`src/rtl/reaction_timer_ctrl.sv`:
```
// reaction_timer_ctrl: reaction-timer game sequencer on board_clk.
// Optional best-time tracking enabled by defining REACTION_BEST_EN.
module reaction_timer_ctrl #(
  parameter int SYS_CLK_HZ   = 50000000,
  parameter int TICK_HZ      = 1000,
  parameter int MIN_DELAY_MS = 1000,
  parameter int RAND_BITS    = 10,
  parameter int MAX_MS       = 9999,
  parameter int CNT_W        = 14
) (
  input  logic             board_clk,
  input  logic             reset_n,
  input  logic             start_btn,
  input  logic             react_btn,
  output logic             led,
  output logic             busy,
  output logic [CNT_W-1:0] time_ms,
  output logic             result_valid,
  output logic             false_start,
`ifdef REACTION_BEST_EN
  output logic [CNT_W-1:0] best_ms,
`endif
  output logic [1:0]       state_o
);

  localparam int TPM = SYS_CLK_HZ / TICK_HZ;
  localparam int PW  = (TPM > 1) ? $clog2(TPM) : 1;

  // Maximal-length tap masks, bit k = stage k+1.
  function automatic logic [15:0] taps(input int w);
    logic [15:0] m;
    m = 16'h0006;
    case (w)
      2:  m = 16'h0003;
      3:  m = 16'h0006;
      4:  m = 16'h000C;
      5:  m = 16'h0014;
      6:  m = 16'h0030;
      7:  m = 16'h0060;
      8:  m = 16'h00B8;
      9:  m = 16'h0110;
      10: m = 16'h0240;
      11: m = 16'h0500;
      12: m = 16'h0829;
      13: m = 16'h100D;
      14: m = 16'h2015;
      15: m = 16'h6000;
      16: m = 16'hD008;
      default: m = 16'h0006;
    endcase
    return m;
  endfunction

  localparam logic [15:0] TAP_ALL = taps(RAND_BITS);
  localparam logic [RAND_BITS-1:0] TAP =
    TAP_ALL[RAND_BITS-1:0];

  typedef enum logic [1:0] {
    S_IDLE  = 2'd0,
    S_WAIT  = 2'd1,
    S_LIGHT = 2'd2,
    S_DONE  = 2'd3
  } state_t;

  state_t               state_q, state_d;
  logic [PW-1:0]        presc_q, presc_d;
  logic [CNT_W-1:0]     delay_q, delay_d;
  logic [CNT_W-1:0]     count_q, count_d;
  logic [CNT_W-1:0]     time_d;
  logic                 rv_d, fs_d;
  logic [RAND_BITS-1:0] lfsr_q;
  logic                 start_q, react_q, hist_vld;
  logic                 start_edge, react_edge;
  logic                 tick;
`ifdef REACTION_BEST_EN
  logic [CNT_W-1:0]     best_d;
`endif

  assign tick    = (presc_q == PW'(TPM - 1));
  assign busy    = (state_q == S_WAIT) ||
                   (state_q == S_LIGHT);
  assign state_o = state_q;

  // Registered edge detect; hist_vld masks a button held through reset.
  always_ff @(posedge board_clk) begin
    if (!reset_n) begin
      start_q    <= 1'b0;
      react_q    <= 1'b0;
      hist_vld   <= 1'b0;
      start_edge <= 1'b0;
      react_edge <= 1'b0;
    end else begin
      start_q    <= start_btn;
      react_q    <= react_btn;
      hist_vld   <= 1'b1;
      start_edge <= start_btn & ~start_q & hist_vld;
      react_edge <= react_btn & ~react_q & hist_vld;
    end
  end

  // Free-running Fibonacci LFSR, never zero.
  always_ff @(posedge board_clk) begin
    if (!reset_n) begin
      lfsr_q <= '1;
    end else begin
      lfsr_q <= {lfsr_q[RAND_BITS-2:0], ^(lfsr_q & TAP)};
    end
  end

  // Next-state and datapath updates for the round sequencer.
  always_comb begin
    state_d = state_q;
    presc_d = tick ? '0 : presc_q + 1'b1;
    delay_d = delay_q;
    count_d = count_q;
    time_d  = time_ms;
    rv_d    = 1'b0;
    fs_d    = false_start;
`ifdef REACTION_BEST_EN
    best_d  = best_ms;
`endif
    unique case (state_q)
      S_IDLE: begin
        if (start_edge) begin
          state_d = S_WAIT;
          delay_d = CNT_W'(MIN_DELAY_MS) + CNT_W'(lfsr_q);
          fs_d    = 1'b0;
          presc_d = '0;
        end
      end
      S_WAIT: begin
        if (react_edge) begin
          fs_d    = 1'b1;
          state_d = S_IDLE;
        end else if (tick) begin
          delay_d = delay_q - 1'b1;
          if (delay_q == CNT_W'(1)) begin
            state_d = S_LIGHT;
            count_d = '0;
            presc_d = '0;
          end
        end
      end
      S_LIGHT: begin
        if (react_edge) begin
          time_d  = count_q;
          rv_d    = 1'b1;
          state_d = S_DONE;
`ifdef REACTION_BEST_EN
          if (count_q < best_ms) best_d = count_q;
`endif
        end else if (tick && count_q != CNT_W'(MAX_MS)) begin
          count_d = count_q + 1'b1;
        end
      end
      S_DONE: begin
        state_d = S_IDLE;
      end
      default: begin
        state_d = S_IDLE;
      end
    endcase
  end

  // State and datapath registers; led trails the state by one cycle.
  always_ff @(posedge board_clk) begin
    if (!reset_n) begin
      state_q      <= S_IDLE;
      presc_q      <= '0;
      delay_q      <= '0;
      count_q      <= '0;
      time_ms      <= '0;
      result_valid <= 1'b0;
      false_start  <= 1'b0;
      led          <= 1'b0;
`ifdef REACTION_BEST_EN
      best_ms      <= CNT_W'(MAX_MS);
`endif
    end else begin
      state_q      <= state_d;
      presc_q      <= presc_d;
      delay_q      <= delay_d;
      count_q      <= count_d;
      time_ms      <= time_d;
      result_valid <= rv_d;
      false_start  <= fs_d;
      led          <= (state_q == S_LIGHT);
`ifdef REACTION_BEST_EN
      best_ms      <= best_d;
`endif
    end
  end

endmodule
```
`config.mk`:
```
export PLATFORM = sky130hd
export DESIGN_NAME = reaction_timer_ctrl
export DESIGN_NICKNAME = d
export VERILOG_FILES = /design/src/rtl/reaction_timer_ctrl.sv
export SDC_FILE = /design/constraint.sdc
export NUM_CORES = 1
export LEC_CHECK = 0
export CAP_MARGIN = 20
export CORE_ASPECT_RATIO = 0.75
export CORE_MARGIN = 5
export CORE_UTILIZATION = 40
export CTS_BUF_LIST = sky130_fd_sc_hd__clkbuf_4 sky130_fd_sc_hd__clkbuf_8
export DETAILED_ROUTE_END_ITERATION = 16
export GPL_ROUTABILITY_DRIVEN = 0
export GPL_TIMING_DRIVEN = 0
export PLACE_DENSITY = 0.6
export SKIP_LAST_GASP = 1
export SYNTH_ARGS = -nofsm -noshare
export SYNTH_HDL_FRONTEND = slang
export SYNTH_SLANG_ARGS = --single-unit
```
`constraint.sdc`:
```
create_clock -name board_clk -period 2.3 [get_ports board_clk]
set_input_delay 0.46 -clock board_clk [delete_from_list [all_inputs] [get_ports board_clk]]
set_output_delay 0.46 -clock board_clk [all_outputs]
set_load 0.03 [all_outputs]
```
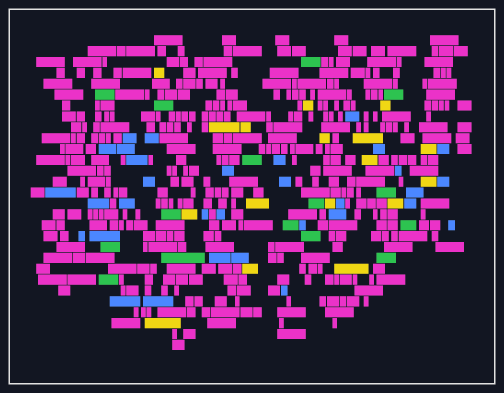
**Above:** drive-strength map.
(4 px per um)
Key: x1 and smaller = magenta [cells 396]; x3 and x4 = yellow [cells 17]; x6 and larger = green [cells 15]; x2 = blue [cells 32]

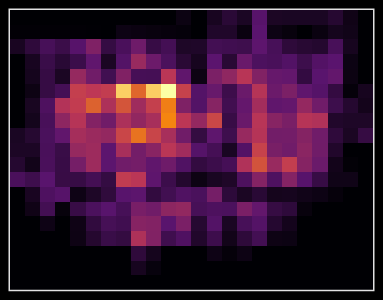
**Above:** wiring heat map.
(3 px per um) The die is cut into 24 by 19 equal tiles; black is low, pale yellow is high, scaled to the fullest tile. Values are wire area over tile area, all layers added.
The mean over all tiles is 0.13. The densest ninth of the die: center. The emptiest ninth of the die: south-east.
global router's overall resource usage: 17.2%
routed len/inst: 15.6 um
routed wire length: 9190 um
DR vias: 3242

==> flow_metrics.env <==
# physical design summary
export IMPL_status="finished, final reports clean"
export IMPL_ctsResizeCount=6
export IMPL_crit_type="reg -> reg"
export IMPL_nonClkBufAreaFrac_pct=7.51
export IMPL_met1_length_um=4530
export IMPL_hold_buffers=0
export IMPL_post_synth_cell_area_avg_sq_um=8.78
export IMPL_io_buffers=23
export IMPL_hold_path_class="reg -> reg"
export IMPL_edf_count=0
export IMPL_clkSlewWorstSetupHoldPaths_ns=0.08
export IMPL_n_all_inverters=12
export IMPL_pwr_density_cell_nw_per_um2=675
export IMPL_detail_route_antenna_nets=0
export IMPL_p_total_w=0.00296
export IMPL_top_cell_area_share_pct=42.2
export IMPL_design_seq_count=78
export IMPL_grt_max_degree=13
export IMPL_grt_ovfl_total=0
export IMPL_synth_main_ff_cell="dfxtp_1"
export IMPL_cts_setup_buffers=0
export IMPL_n_all_buffers=40
export IMPL_dp_final_hpwl_um=6540
export IMPL_max_stage_delay_ns=0.51
export IMPL_fin_cells=588
export IMPL_synth_seq_share_pct=42.2
export IMPL_use_met2_pct=24.0
export IMPL_setup_violations=0
export IMPL_ir_drop_mv=0.404
export IMPL_timing_rr_end="count_q[13]"
export IMPL_r2r_start="state_o[0]"
export IMPL_clk_path_buf_depth=2
export IMPL_p_switching_w=0.000825
export IMPL_swShare_pct=27.9
export IMPL_synthMuxAreaShare_pct=0.812
export IMPL_layout_top_cell="dfxtp_1"
export IMPL_first_pass_iters=5
export IMPL_crit_path_top_delay_cell="or4_4"
export IMPL_ioPinCount=24
export IMPL_endpoint_kind="flip-flop"
export IMPL_grt_pass1_vias=3043
export IMPL_viasPerCell=5.51
export IMPL_nFillCells=866
export IMPL_setup_tns_ns=0
export IMPL_async_flop_share_pct=0
export IMPL_finalNetCount=467
export IMPL_slew_headroom_pct=58.2
export IMPL_maxSlewViolCount=0
export IMPL_fin_crit_ns=2.21
export IMPL_path_buffers=2
export IMPL_yosys_area_share_aoi_pct=17.0
export IMPL_seq_share_pct=35.8
export IMPL_n_antenna_cell=0
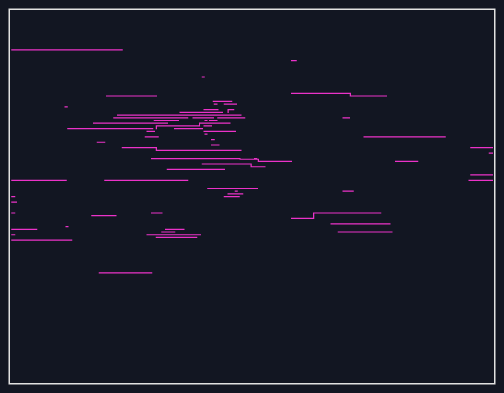
**Above:** met3 routing.
(4 px per um)
The longest straight run is 30.8 um. The layer holds 6.2% of the routed length. The wires run mostly horizontal. 46 nets have wire on it. The layer carries 572 um of wire.
met3 usage: 5.08%

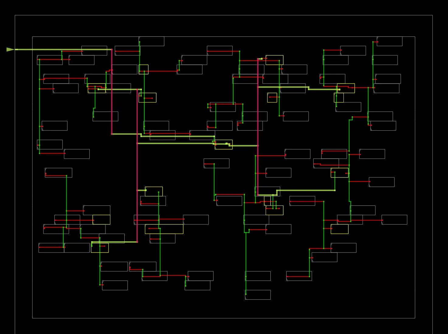
**Above:** the clock network.
Latency at later pin: 0.36 ns
Clk power: 0.00108 W
skew final: 0.00768 ns
clk_buf instances: 13

Power and IR drop assume default switching activity.
